===== src/rtl/vote_tally.sv =====
// Voting-machine front end: debounces the arm and candidate buttons, allows one vote per arm, and keeps a saturating 4-digit BCD tally per candidate.
// Debounce takes DEBOUNCE_TICKS tick samples, the rise is registered one cycle later, and the selected tally is muxed to the digits combinationally.
module vote_tally #(
  parameter int unsigned DEBOUNCE_TICKS = 8
) (
  input  logic       clk,
  input  logic       rst,
  input  logic       tick,
  input  logic       btn_arm,
  input  logic [3:0] btn_cand,
  input  logic [1:0] sel,
  output logic [3:0] digit0,
  output logic [3:0] digit1,
  output logic [3:0] digit2,
  output logic [3:0] digit3,
  output logic       ready,
  output logic       voted,
  output logic       err_multi
);

  localparam logic [7:0] DB_LIMIT = 8'(DEBOUNCE_TICKS);

  localparam logic [1:0] ST_LOCKED  = 2'd0;
  localparam logic [1:0] ST_ARMED   = 2'd1;
  localparam logic [1:0] ST_CAST    = 2'd2;
  localparam logic [1:0] ST_RELEASE = 2'd3;

  // Bit 0 is the arm button; bits 4:1 are candidates 0..3.
  logic [4:0]      raw_in;
  logic [4:0]      db_q, db_d;
  logic [4:0]      rise_q, rise_d;
  logic [4:0][7:0] cnt_q, cnt_d;

  logic [1:0]           state_q, state_d;
  logic [1:0]           cand_sel_q, cand_sel_d;
  logic                 err_multi_q, err_multi_d;
  logic [3:0][3:0][3:0] tally_q, tally_d;

  logic       arm_rise;
  logic [3:0] cand_rise;
  logic [3:0] cand_db;
  logic       cand_multi;
  logic       cand_one;
  logic [1:0] cand_idx;

  assign raw_in = {btn_cand, btn_arm};

  always_comb begin
    db_d  = db_q;
    cnt_d = cnt_q;
    for (int i = 0; i < 5; i++) begin
      if (tick) begin
        if (raw_in[i] != db_q[i]) begin
          if (cnt_q[i] + 8'd1 == DB_LIMIT) begin
            db_d[i]  = ~db_q[i];
            cnt_d[i] = 8'd0;
          end else begin
            cnt_d[i] = cnt_q[i] + 8'd1;
          end
        end else begin
          cnt_d[i] = 8'd0;
        end
      end
    end
    rise_d = db_d & ~db_q;
  end

  assign arm_rise   = rise_q[0];
  assign cand_rise  = rise_q[4:1];
  assign cand_db    = db_q[4:1];
  assign cand_multi = (cand_rise & (cand_rise - 4'd1)) != 4'd0;
  assign cand_one   = (cand_rise != 4'd0) && !cand_multi;

  always_comb begin
    cand_idx = 2'd0;
    for (int i = 3; i >= 0; i--) begin
      if (cand_rise[i]) begin
        cand_idx = 2'(i);
      end
    end
  end

  always_comb begin
    state_d     = state_q;
    cand_sel_d  = cand_sel_q;
    err_multi_d = err_multi_q;
    case (state_q)
      ST_LOCKED: begin
        if (arm_rise) begin
          state_d     = ST_ARMED;
          err_multi_d = 1'b0;
        end
      end
      ST_ARMED: begin
        if (cand_multi) begin
          err_multi_d = 1'b1;
        end else if (cand_one) begin
          state_d    = ST_CAST;
          cand_sel_d = cand_idx;
        end
      end
      ST_CAST: begin
        state_d = ST_RELEASE;
      end
      ST_RELEASE: begin
        if (cand_db == 4'd0) begin
          state_d = ST_LOCKED;
        end
      end
      default: begin
        state_d = ST_LOCKED;
      end
    endcase
  end

  // Decimal ripple increment that sticks at 9999.
  function automatic logic [3:0][3:0] bcd_inc(input logic [3:0][3:0] v);
    logic [3:0][3:0] r;
    logic            carry;
    r     = v;
    carry = 1'b1;
    if (v != 16'h9999) begin
      for (int d = 0; d < 4; d++) begin
        if (carry) begin
          if (v[d] >= 4'd9) begin
            r[d] = 4'd0;
          end else begin
            r[d]  = v[d] + 4'd1;
            carry = 1'b0;
          end
        end
      end
    end
    return r;
  endfunction

  always_comb begin
    tally_d = tally_q;
    if (state_q == ST_CAST) begin
      tally_d[cand_sel_q] = bcd_inc(tally_q[cand_sel_q]);
    end
  end

  always_ff @(posedge clk) begin
    if (rst) begin
      db_q        <= '0;
      rise_q      <= '0;
      cnt_q       <= '0;
      state_q     <= ST_LOCKED;
      cand_sel_q  <= 2'd0;
      err_multi_q <= 1'b0;
      tally_q     <= '0;
    end else begin
      db_q        <= db_d;
      rise_q      <= rise_d;
      cnt_q       <= cnt_d;
      state_q     <= state_d;
      cand_sel_q  <= cand_sel_d;
      err_multi_q <= err_multi_d;
      tally_q     <= tally_d;
    end
  end

  assign ready     = (state_q == ST_ARMED);
  assign voted     = (state_q == ST_CAST);
  assign err_multi = err_multi_q;

  assign digit0 = tally_q[sel][0];
  assign digit1 = tally_q[sel][1];
  assign digit2 = tally_q[sel][2];
  assign digit3 = tally_q[sel][3];

endmodule


===== config.mk =====
export PLATFORM = sky130hd
export DESIGN_NAME = vote_tally
export DESIGN_NICKNAME = d
export VERILOG_FILES = /design/src/rtl/vote_tally.sv
export SDC_FILE = /design/constraint.sdc
export NUM_CORES = 1
export LEC_CHECK = 0
export CAP_MARGIN = 20
export CORE_ASPECT_RATIO = 0.6
export CORE_MARGIN = 4
export CORE_UTILIZATION = 31
export DETAILED_ROUTE_END_ITERATION = 8
export PLACE_DENSITY_LB_ADDON = 0.2
export SLEW_MARGIN = 40
export SYNTH_ARGS = -nofsm -noshare
export SYNTH_HDL_FRONTEND = slang
export SYNTH_SLANG_ARGS = --single-unit

===== constraint.sdc =====
create_clock -name clk -period 4.9 [get_ports clk]
set_input_delay 0.49 -clock clk [delete_from_list [all_inputs] [get_ports clk]]
set_output_delay 0.49 -clock clk [all_outputs]
set_load 0.005 [all_outputs]

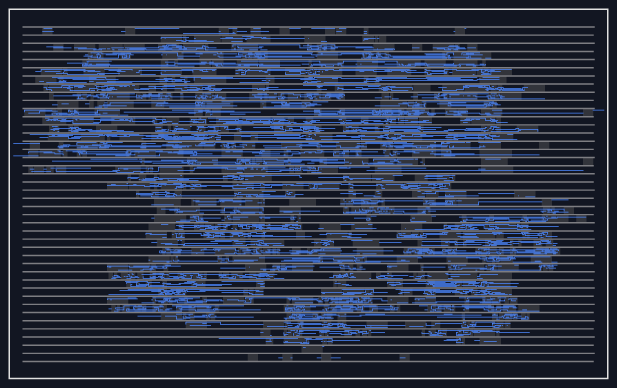
Figure 1: M1 wires.
(3 px per µm) Supply wires on this layer in grey. Cells faint in the background.
- wire length on this layer: 10700 µm
- longest straight run: 72.2 µm
- share of all routed wire: 58%
- nets with wire on the layer: 775
- main direction: horizontal
vias after detailed routing: 5910
final routed wirelength across all metal layers: 18410 µm
met1 demand-to-capacity share in global routing: 0.2588

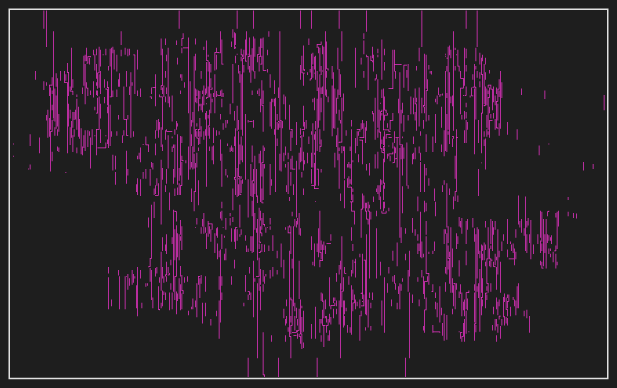
Figure 2: the metal 2 layer.
(3 px per µm)
- main direction: vertical
- nets with wire on the layer: 613
- wire length on this layer: 6640 µm
Global Route met2 Usage: 0.1952

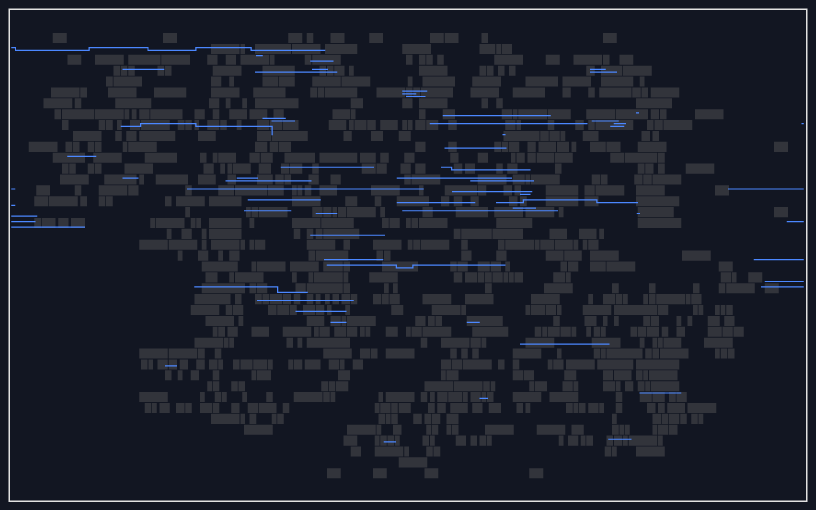
Figure 3: signal wires on met3.
(4 px per µm) Cells faint in the background.
- longest straight run: 58.9 µm
- share of all routed wire: 5.0%
met3 track demand over resource in global routing: 0.03786

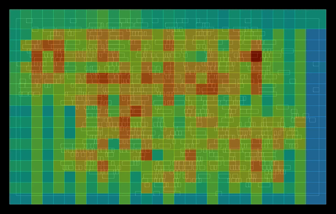
Figure 4: track usage over the die.
average wire length per cell after detail routing: 17.13 µm
overall track demand over capacity in global routing: 0.1571
post-layout util: 0.3764
busiest grt layer: met1

==> reports/metrics.cfg <==
[setup_path]
crit_path_end_kind=flop
timing.critical_path.slowest_stage_cell=sky130_fd_sc_hd__dfxtp_2
cp.arrival_ns=3.86
cp_data_required_time_ns=5.17
timing.critical_path.cells=mux4_2, inv_1, ha_1, or3b_2, o221ai_1, nor2_1, a22oi_1, a211oi_1
largest_incremental_delay_on_the_critical_path_ns=0.78
critical-path-top-delay-family=AND-OR/OR-AND gates
critical_path.n_buffers_inverters=1
crit_fanout=21
flop_to_flop_setup_slack_ns=1.31
critPathLaunchType=flop
crit_type=reg -> reg

[drt]
highest_layer=met4
met2_length_um=6644
drt_iter0_drc=504
routedLengthMet1_um=10710
met3WireLength_um=917
drtAntennaViolNets=0
drt_first_pass_iters=5
drc=0
post_drt_via_cell_ratio=5.498

[pwr]
power.switching_fraction=0.2207
p_comb_frac=0.053
power.net_switching_uw=579.3
share_clk_of_total_power=0.571
power-per-cell-area_nw_per_um2=328.4
internal_pwr_total_uw=2046
seq_power_share=0.377
ir_drop_mv=0.2572
power.total_uw=2625
power.static_leakage_uw=0.002745

[clock_tree]
h-tree-depth=4
tritoncts=built
path_clk_slew_ns=0.06
max-clock-path-buffers=2
tritoncts_num_sinks=119
post_cts_setup_repair_buffer_count=0
tritoncts.num_buffers=17
insertion_delay_at_the_late_pin_of_the_worst_skew_pair_ns=0.43
post_cts_resized=0
clock-root-buffer=sky130_fd_sc_hd__clkbuf_16
post_cts_hold_buffer_count=0

[final_layout]
non_clock_buffer_count=36
register_area_um2=2385
final_cell_mix=117 x sky130_fd_sc_hd__dfxtp_1, 81 x sky130_fd_sc_hd__nor2_1, 70 x sky130_fd_sc_hd__o21ai_0, 70 x sky130_fd_sc_hd__a21oi_1, 46 x sky130_fd_sc_hd__nand2_1
bufAreaShareNonClock=0.04179
reg.largest.list=tally_q x64, cnt_q x40
final-clk-cell-share=0.08671
largestClassByArea=logic gates
mi_logic_area_um2=4128
n_all_inverters=28
logic_gate_count=581
n_clock_buffer=19
filler_cell_count=2142
sequential_cell_total=119
n_antenna_cell=0
seq_area_frac=0.2983
final_design_area_excluding_fillers_um2=7994
dominant_logic_cell_type_in_the_layout=sky130_fd_sc_hd__dfxtp_1
design.final.nets=817
area_growth_pct=17.79
largest_reg_flops=64
share_of_the_final_layout_cell_area_in_multi_input_gates=0.5164
largest_register=tally_q
layout_cell_share_with_drive_strength_beyond_1=0.1332
stdcell_count=1075

[die]
die_width_um=199.0
boundaryPins=29
tapCellCount=279
floorplan.die_area_um2=24400
initial_utilization=0.3195
chipHeight_um=122.6
rows=41
design.core.area_um2=21240

[place]
placement.io_buffers=28
placed_cells_incl_taps=1043
detailedPlace.worstSlack_ns=1.368
dp_hpwl_um=12190
placement.cell_area_um2=7301
gp_congestion=0.8008

[synth]
yosys.stat.seqShare=0.3510
post_synth_mux_area_share=0.1226
ys.flop_type=sky130_fd_sc_hd__dfxtp_1
post_synth_xor_area_fraction=0.02323
mappedNetlistNets=804
synth_warnings=0
netlist_instances=770
synth.yosys.num_cells=770
synth-simple-area-share=0.1818
topCombFamilyByArea=AND-OR/OR-AND gates
edf_count=0
synth_chip_area_um2=6787
top_area_frac=0.3510
synth.lib_cells_used.distinct=65
synth_dominant_cell_count=sky130_fd_sc_hd__dfxtp_1
synth.cell_area_um2=6787
common_cells=119 x sky130_fd_sc_hd__dfxtp_1, 82 x sky130_fd_sc_hd__nor2_1, 70 x sky130_fd_sc_hd__a21oi_1, 70 x sky130_fd_sc_hd__o21ai_0, 46 x sky130_fd_sc_hd__nand2_1
synthAdderAreaFrac=0.04425
synth-async-reset-ratio=0
synthTopCellsByArea=sky130_fd_sc_hd__dfxtp_1 35%, sky130_fd_sc_hd__mux4_2 10%, sky130_fd_sc_hd__a21oi_1 5.2%
yosysTopAreaCell=sky130_fd_sc_hd__dfxtp_1
synth.ff_latch_count=119
post_syn_area_per_cell_um2=8.814
synth-compound-area-share=0.2349

[final_timing]
min_period_ns=3.590
setup-tns-final_ns=0
achievable-frequency_ghz=0.2786
share_of_the_cycle_needed_by_the_critical_path_after_routing=0.7326
report.final.hold_viol_count=0
timing.final.setup_violations=0
final-max-slew-violation-count=0
worst-slew-pin-transition_ns=0.8254
unrepaired_setup_endpoints_after_global_routing=false
final.setup.worst_slack_ns=1.310
final.setup_skew_ns=0.01189
hold_ws_ns=0.4868
max-slew-margin-rel=0.4497

[status]
status=finished clean

[min_path]
hold_path.class=reg -> reg

[global_route]
first_global_vias=5345
globalRoute.totalOverflow=0
antenna_violations_before_repair=0
pin_count_of_the_biggest_net_entering_global_routing=78
grt_pass1_wl_um=30020

[run]
max_cap_violations=0
warning_count=40

[path summary, 6_finish.rpt]
kind,from,endpoint,cells after the start
setup reg to reg,cand_sel_q[0]$_SDFFE_PP0P_,tally_q[21]$_SDFFE_PP0P_,8
hold reg to reg,db_q[3]$_SDFF_PP0_,rise_q[3]$_SDFF_PP0_,1
hold / removal,db_q[3]$_SDFF_PP0_,rise_q[3]$_SDFF_PP0_,1
setup / recovery,cand_sel_q[0]$_SDFFE_PP0P_,tally_q[21]$_SDFFE_PP0P_,8
[power by group through the flow]
stage	registers [µW]	clock network (µW)	logic, µW
after floorplan	1010	0	93.5
after global placement	1010	0	139
after detailed placement	1010	0	139
after CTS	988	1530	139
after global routing	990	1570	156
final	988	1500	138
Power figures rest on the tool's default switching activity, not on a simulated workload.
